**config.mk**
```make
export PLATFORM = sky130hd
export DESIGN_NAME = iir_frame_sequencer
export DESIGN_NICKNAME = d
export VERILOG_FILES = /design/src/rtl/iir_frame_sequencer.sv
export SDC_FILE = /design/constraint.sdc
export NUM_CORES = 1
export LEC_CHECK = 0
export ABC_AREA = 1
export CAP_MARGIN = 0
export CORE_ASPECT_RATIO = 1.5
export CORE_UTILIZATION = 29
export DETAILED_ROUTE_END_ITERATION = 16
export HOLD_SLACK_MARGIN = 0.06
export PLACE_DENSITY = 0.55
export SLEW_MARGIN = 20
export SYNTH_ARGS = -nofsm -noshare
export SYNTH_HDL_FRONTEND = slang
export SYNTH_SLANG_ARGS = --single-unit
```
**constraint.sdc**
```tcl
create_clock -name clk -period 6.6 [get_ports clk]
set_clock_uncertainty 0.05 [all_clocks]
set_input_delay 1.32 -clock clk [delete_from_list [all_inputs] [get_ports clk]]
set_output_delay 1.32 -clock clk [all_outputs]
set_load 0.005 [all_outputs]
```
**src/rtl/iir_frame_sequencer.sv**
```systemverilog
// Frame sequencer for the cascaded-SOS IIR datapath. It opens a frame on
// start, forwards FRAME_LEN samples to the filter chain, numbers the filter
// outputs with a write address, and closes the frame on the last output or on
// a drain timeout. A sticky flag reports when consecutive outputs have settled.
//
// Handshake: every *_valid is a single-cycle strobe that qualifies its data in
// that same cycle. There is no ready/back-pressure in either direction, so a
// strobe arriving in a state that does not accept it is simply dropped.
module iir_frame_sequencer #(
  parameter int DATA_W        = 24,
  parameter int ADDR_W        = 11,
  parameter int FRAME_LEN     = 2048,
  parameter int STABLE_TOL    = 64,
  parameter int STABLE_CNT    = 16,
  parameter int DRAIN_TIMEOUT = 256
) (
  input  logic              clk,
  input  logic              rst_n,
  input  logic              start,
  input  logic              in_valid,
  input  logic [DATA_W-1:0] in_data,
  output logic              fil_in_valid,
  output logic [DATA_W-1:0] fil_in_data,
  input  logic              fil_out_valid,
  input  logic [DATA_W-1:0] fil_out_data,
  output logic              data_out_valid,
  output logic [DATA_W-1:0] data_out,
  output logic [ADDR_W-1:0] addr,
  output logic              filter_done,
  output logic              stable_out,
  output logic              busy,
  output logic              timeout_err,
  output logic [1:0]        dbg_state
);

  localparam int CNT_W  = $clog2(FRAME_LEN + 1);
  localparam int IDLE_W = $clog2(DRAIN_TIMEOUT + 1);
  localparam int SET_W  = $clog2(STABLE_CNT + 1);

  localparam logic [CNT_W-1:0]  LAST_IDX   = CNT_W'(FRAME_LEN - 1);
  localparam logic [IDLE_W-1:0] IDLE_LIMIT = IDLE_W'(DRAIN_TIMEOUT);
  localparam logic [SET_W-1:0]  SET_FULL   = SET_W'(STABLE_CNT);
  localparam logic [DATA_W:0]   TOL        = (DATA_W + 1)'(STABLE_TOL);

  typedef enum logic [1:0] {
    S_IDLE  = 2'd0,
    S_RUN   = 2'd1,
    S_DRAIN = 2'd2,
    S_DONE  = 2'd3
  } state_t;

  state_t              state_q, state_d;
  logic [CNT_W-1:0]    in_cnt_q, in_cnt_d;
  logic [CNT_W-1:0]    out_cnt_q, out_cnt_d;
  logic [IDLE_W-1:0]   idle_q, idle_d;
  logic [SET_W-1:0]    settle_q, settle_d;
  logic [DATA_W-1:0]   prev_q, prev_d;
  logic                have_prev_q, have_prev_d;
  logic                stable_q, stable_d;
  logic                timeout_q, timeout_d;
  logic                fil_in_valid_q, fil_in_valid_d;
  logic [DATA_W-1:0]   fil_in_data_q, fil_in_data_d;
  logic                dout_valid_q, dout_valid_d;
  logic [DATA_W-1:0]   dout_q, dout_d;
  logic [ADDR_W-1:0]   addr_q, addr_d;
  logic                done_q, done_d;

  // Sign-extended difference between the new output and the previous one;
  // DATA_W+1 bits cannot overflow, so the magnitude is exact.
  logic [DATA_W:0] diff;
  logic [DATA_W:0] diff_mag;
  logic            out_accept;

  assign diff       = {fil_out_data[DATA_W-1], fil_out_data} - {prev_q[DATA_W-1], prev_q};
  assign diff_mag   = diff[DATA_W] ? (~diff + (DATA_W + 1)'(1)) : diff;
  assign out_accept = fil_out_valid && ((state_q == S_RUN) || (state_q == S_DRAIN));

  // State register.
  always_ff @(posedge clk or negedge rst_n) begin
    if (!rst_n) state_q <= S_IDLE;
    else        state_q <= state_d;
  end

  // Next-state, counters, forwarding and settle tracking.
  always_comb begin
    state_d        = state_q;
    in_cnt_d       = in_cnt_q;
    out_cnt_d      = out_cnt_q;
    idle_d         = idle_q;
    settle_d       = settle_q;
    prev_d         = prev_q;
    have_prev_d    = have_prev_q;
    stable_d       = stable_q;
    timeout_d      = timeout_q;
    fil_in_valid_d = 1'b0;
    fil_in_data_d  = fil_in_data_q;
    dout_valid_d   = 1'b0;
    dout_d         = dout_q;
    addr_d         = addr_q;
    done_d         = 1'b0;

    unique case (state_q)
      S_IDLE: begin
        if (start) begin
          state_d     = S_RUN;
          in_cnt_d    = '0;
          out_cnt_d   = '0;
          idle_d      = '0;
          settle_d    = '0;
          have_prev_d = 1'b0;
          stable_d    = 1'b0;
          timeout_d   = 1'b0;
        end
      end
      S_RUN: begin
        if (in_valid) begin
          fil_in_valid_d = 1'b1;
          fil_in_data_d  = in_data;
          in_cnt_d       = in_cnt_q + CNT_W'(1);
          if (in_cnt_q == LAST_IDX) state_d = S_DRAIN;
        end
      end
      S_DRAIN: begin
        if (fil_out_valid) begin
          idle_d = '0;
        end else begin
          idle_d = idle_q + IDLE_W'(1);
          if (idle_d == IDLE_LIMIT) begin
            timeout_d = 1'b1;
            done_d    = 1'b1;
            state_d   = S_DONE;
          end
        end
      end
      S_DONE: begin
        state_d = S_IDLE;
      end
      default: state_d = S_IDLE;
    endcase

    // Outputs overlap inputs, so they are numbered in RUN as well as DRAIN.
    if (out_accept) begin
      dout_valid_d = 1'b1;
      dout_d       = fil_out_data;
      addr_d       = ADDR_W'(out_cnt_q);
      out_cnt_d    = out_cnt_q + CNT_W'(1);
      prev_d       = fil_out_data;
      have_prev_d  = 1'b1;
      if (have_prev_q) begin
        if (diff_mag <= TOL) settle_d = (settle_q == SET_FULL) ? settle_q : settle_q + SET_W'(1);
        else                 settle_d = '0;
      end
      stable_d = stable_q | (settle_d == SET_FULL);
      if (out_cnt_q == LAST_IDX) begin
        done_d  = 1'b1;
        state_d = S_DONE;
      end
    end
  end

  // Datapath and counter registers.
  always_ff @(posedge clk or negedge rst_n) begin
    if (!rst_n) begin
      in_cnt_q       <= '0;
      out_cnt_q      <= '0;
      idle_q         <= '0;
      settle_q       <= '0;
      prev_q         <= '0;
      have_prev_q    <= 1'b0;
      stable_q       <= 1'b0;
      timeout_q      <= 1'b0;
      fil_in_valid_q <= 1'b0;
      fil_in_data_q  <= '0;
      dout_valid_q   <= 1'b0;
      dout_q         <= '0;
      addr_q         <= '0;
      done_q         <= 1'b0;
    end else begin
      in_cnt_q       <= in_cnt_d;
      out_cnt_q      <= out_cnt_d;
      idle_q         <= idle_d;
      settle_q       <= settle_d;
      prev_q         <= prev_d;
      have_prev_q    <= have_prev_d;
      stable_q       <= stable_d;
      timeout_q      <= timeout_d;
      fil_in_valid_q <= fil_in_valid_d;
      fil_in_data_q  <= fil_in_data_d;
      dout_valid_q   <= dout_valid_d;
      dout_q         <= dout_d;
      addr_q         <= addr_d;
      done_q         <= done_d;
    end
  end

  assign fil_in_valid   = fil_in_valid_q;
  assign fil_in_data    = fil_in_data_q;
  assign data_out_valid = dout_valid_q;
  assign data_out       = dout_q;
  assign addr           = addr_q;
  assign filter_done    = done_q;
  assign stable_out     = stable_q;
  assign timeout_err    = timeout_q;
  assign busy           = (state_q == S_RUN) || (state_q == S_DRAIN);
  assign dbg_state      = state_q;

endmodule

```
==> notes.org <==
#+TITLE: Implementation results

** Power
- The leakage power in the latest report is 0.004650 uW.

** CTS
- The later pin in the worst-skew pair is clocked with a latency of 0.36 ns.
- In this run the clock root is driven by a sky130_fd_sc_hd__clkbuf_16.
- Number of levels the H-tree was split into :: 3
- Clk buf depth :: 2
- Post-CTS repair changed the size of 0 cells.
- Inserted Clock Buffers :: 9
- CTS tree :: built

** Final timing
- Slew at the pin closest to its max-slew limit :: 0.8254 ns
- Final hold analysis gives a worst-case slack of 0.4313 ns.
- Min setup slack post-route :: 2.171 ns
- Unrepaired setup endpoints after global routing :: false
- Number of endpoints with negative hold slack in the final report :: 0
- Per the finish-stage timing summary, setup violations number 0.
- Of the available clock period, the critical path in the final layout requires 0.6711.

** Finish
- The sequential cells in the finished layout cover a total of 0.002628 mm2.
- There are 105 flip-flops and latches.
- Counting the inverters off the clock network in the layout gives 181.
- Summed area of non-filler cells in the final layout :: 0.009331 mm2
- Fill cell count :: 2,745
- Fraction of area in clock buffers and inverters :: 0.03057
- The fraction of cell area in multi-input combinational cells is reported as 0.4397.
- Repair and plain buffers :: 124
- Number of antenna repair diodes :: 0
- Commonest non-fill, non-tap cells in the layout :: sky130_fd_sc_hd__nand2_1, sky130_fd_sc_hd__inv_1, sky130_fd_sc_hd__clkdlybuf4s50_1
- Combinational gate count :: 813
- Non-filler instance count after layout :: 1,567
- Fraction of final layout cells with drive strength greater than 1 :: 0.06941

** Logic synthesis
- The area fraction of the largest cell type after synthesis is 0.3502.
- Number of nets at floorplan :: 1,204
- Per the synthesis report, the simple-gate share of the synthesized area is 0.3739.
- The post-synth register bit count is 105.
- Measured against the total synthesized area, the mux share comes to 0.
- Counting flops with an async set or reset pin after synthesis yields a share of 1.000.
- Ys Warns :: 0
- In this run, the synthesized area fraction spent on xor and xnor cells is recorded as 0.01985.
- Yosys mapped the design onto 47 distinct sky130hd cell types.
- Most common library cells after synthesis :: sky130_fd_sc_hd__nand2_1, sky130_fd_sc_hd__inv_1, sky130_fd_sc_hd__dfrtp_1
- The cell area that synthesis handed to floorplanning was 0.007502 mm2.
- Area reported by Yosys stat :: 0.007502 mm2

** Global routing
- Global-route wire length before repair :: 34,570 um
- Number of global-route vias before repair :: 7,409
- Maximum number of pins on one net before global-route repair :: 63

** Detailed routing
- Drt pass-1 iters :: 5
- The routed design shows a via density per instance of 4.623.
- Mean routed wirelength per cell :: 13.32 um

** Floorplan
- The flow inserted 328 tap cells.
- The chip occupies 0.02653 mm2.
- Effective utilization at floorplan :: 0.2974
- According to the floorplan report, the die width is 133.3 um.
- The floorplan report gives the top-level pin count as 120.

** Run
- The tool warning count for the run is 29.
- Count of max-cap constraint violations :: 0

** Worst hold path
- Worst min-delay path class :: flop to flop
- In this run the most critical hold path is launched from fil_in_data[18].

** Worst setup path
- STA puts the critical path data required time at 6.83 ns.
- Reg-to-reg critical path endpoint :: settle_q[4]
- Cell class contributing the biggest share of worst-path delay :: simple AND/OR/NAND/NOR gates
- The timing report lists the critical path depth as 22 cells.
- Logic depth along the worst register-to-register path is recorded as 20.
- Per STA, the endpoint of the critical path is settle_q[4].
- Among the stages of the critical path, the cell type that occurs most often is sky130_fd_sc_hd__nand3_1.

** Place
- For this run the detailed placement stage logged an HPWL of 16,380 um.
- At the placement stage, the worst setup path has a slack of 1.765 ns.
- I/O Buffers :: 119
- After its last routability iteration, the placer logged a weighted congestion of 0.9253.
- Post-Place Cells :: 1,551

** Status
- Result of the run :: finished clean
-- where the power goes --
part	internal (uW)	switching [uW]
clock network	264	276
registers	826	116
logic	964	1630
-- sequential cells by signal, indices dropped and copies added (netlist names) --
signal,flops
dbg_state,2
in_cnt_q,12
settle_q,5
filter_done,1
addr,11
idle_q,9
stable_out,1
data_out,24
timeout_err,1
fil_in_valid,1
out_cnt_q,12
have_prev_q,1
fil_in_data,24
data_out_valid,1
-- routing by layer --
| metal | share of wire | wire length, um | vias to the layer above | global-route usage |
|---|---|---|---|---|
| li1 | - | - | 3758 | - |
| met1 | 0.41 | 8475 | 3319 | 0.1739 |
| met2 | 0.53 | 11040 | 139 | 0.3123 |
| met3 | 0.040 | 835 | 28 | 0.03211 |
| met4 | 0.025 | 525 | 0 | 0.06902 |
| met5 | 0 | 0 | - | 0 |
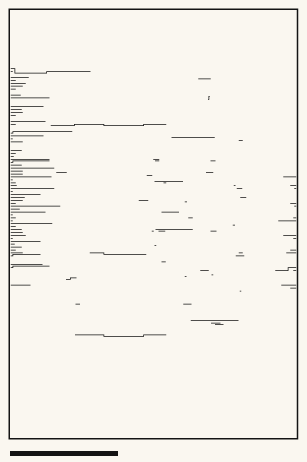
(metal 3)
Scale bar: 50 um.
- share of all routed wire: 4.0%
- nets with wire on the layer: 100
- longest straight run: 27.4 um
- wire length on this layer: 836 um
wirelength, routed: 20,880 um
met3 Use GR: 0.03211
vias after detailed routing: 7,244

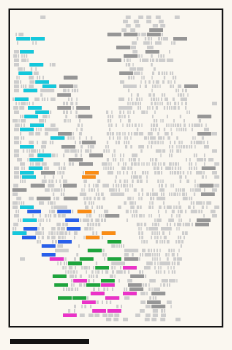
(where the registers sit)
Scale bar: 50 um.
- blue: `idle_q` (flops 9)
- cyan: `fil_in_data` (flops 24)
- orange: `settle_q` (flops 5)
- green: `out_cnt_q` (flops 12)
- magenta: `addr` (flops 11; where bottom centre)
- not coloured: 44
seq pwr: 942 uW
share of the final layout cell area in sequential cells: 0.2816

Power figures rest on the tool's default switching activity, not on a simulated workload.
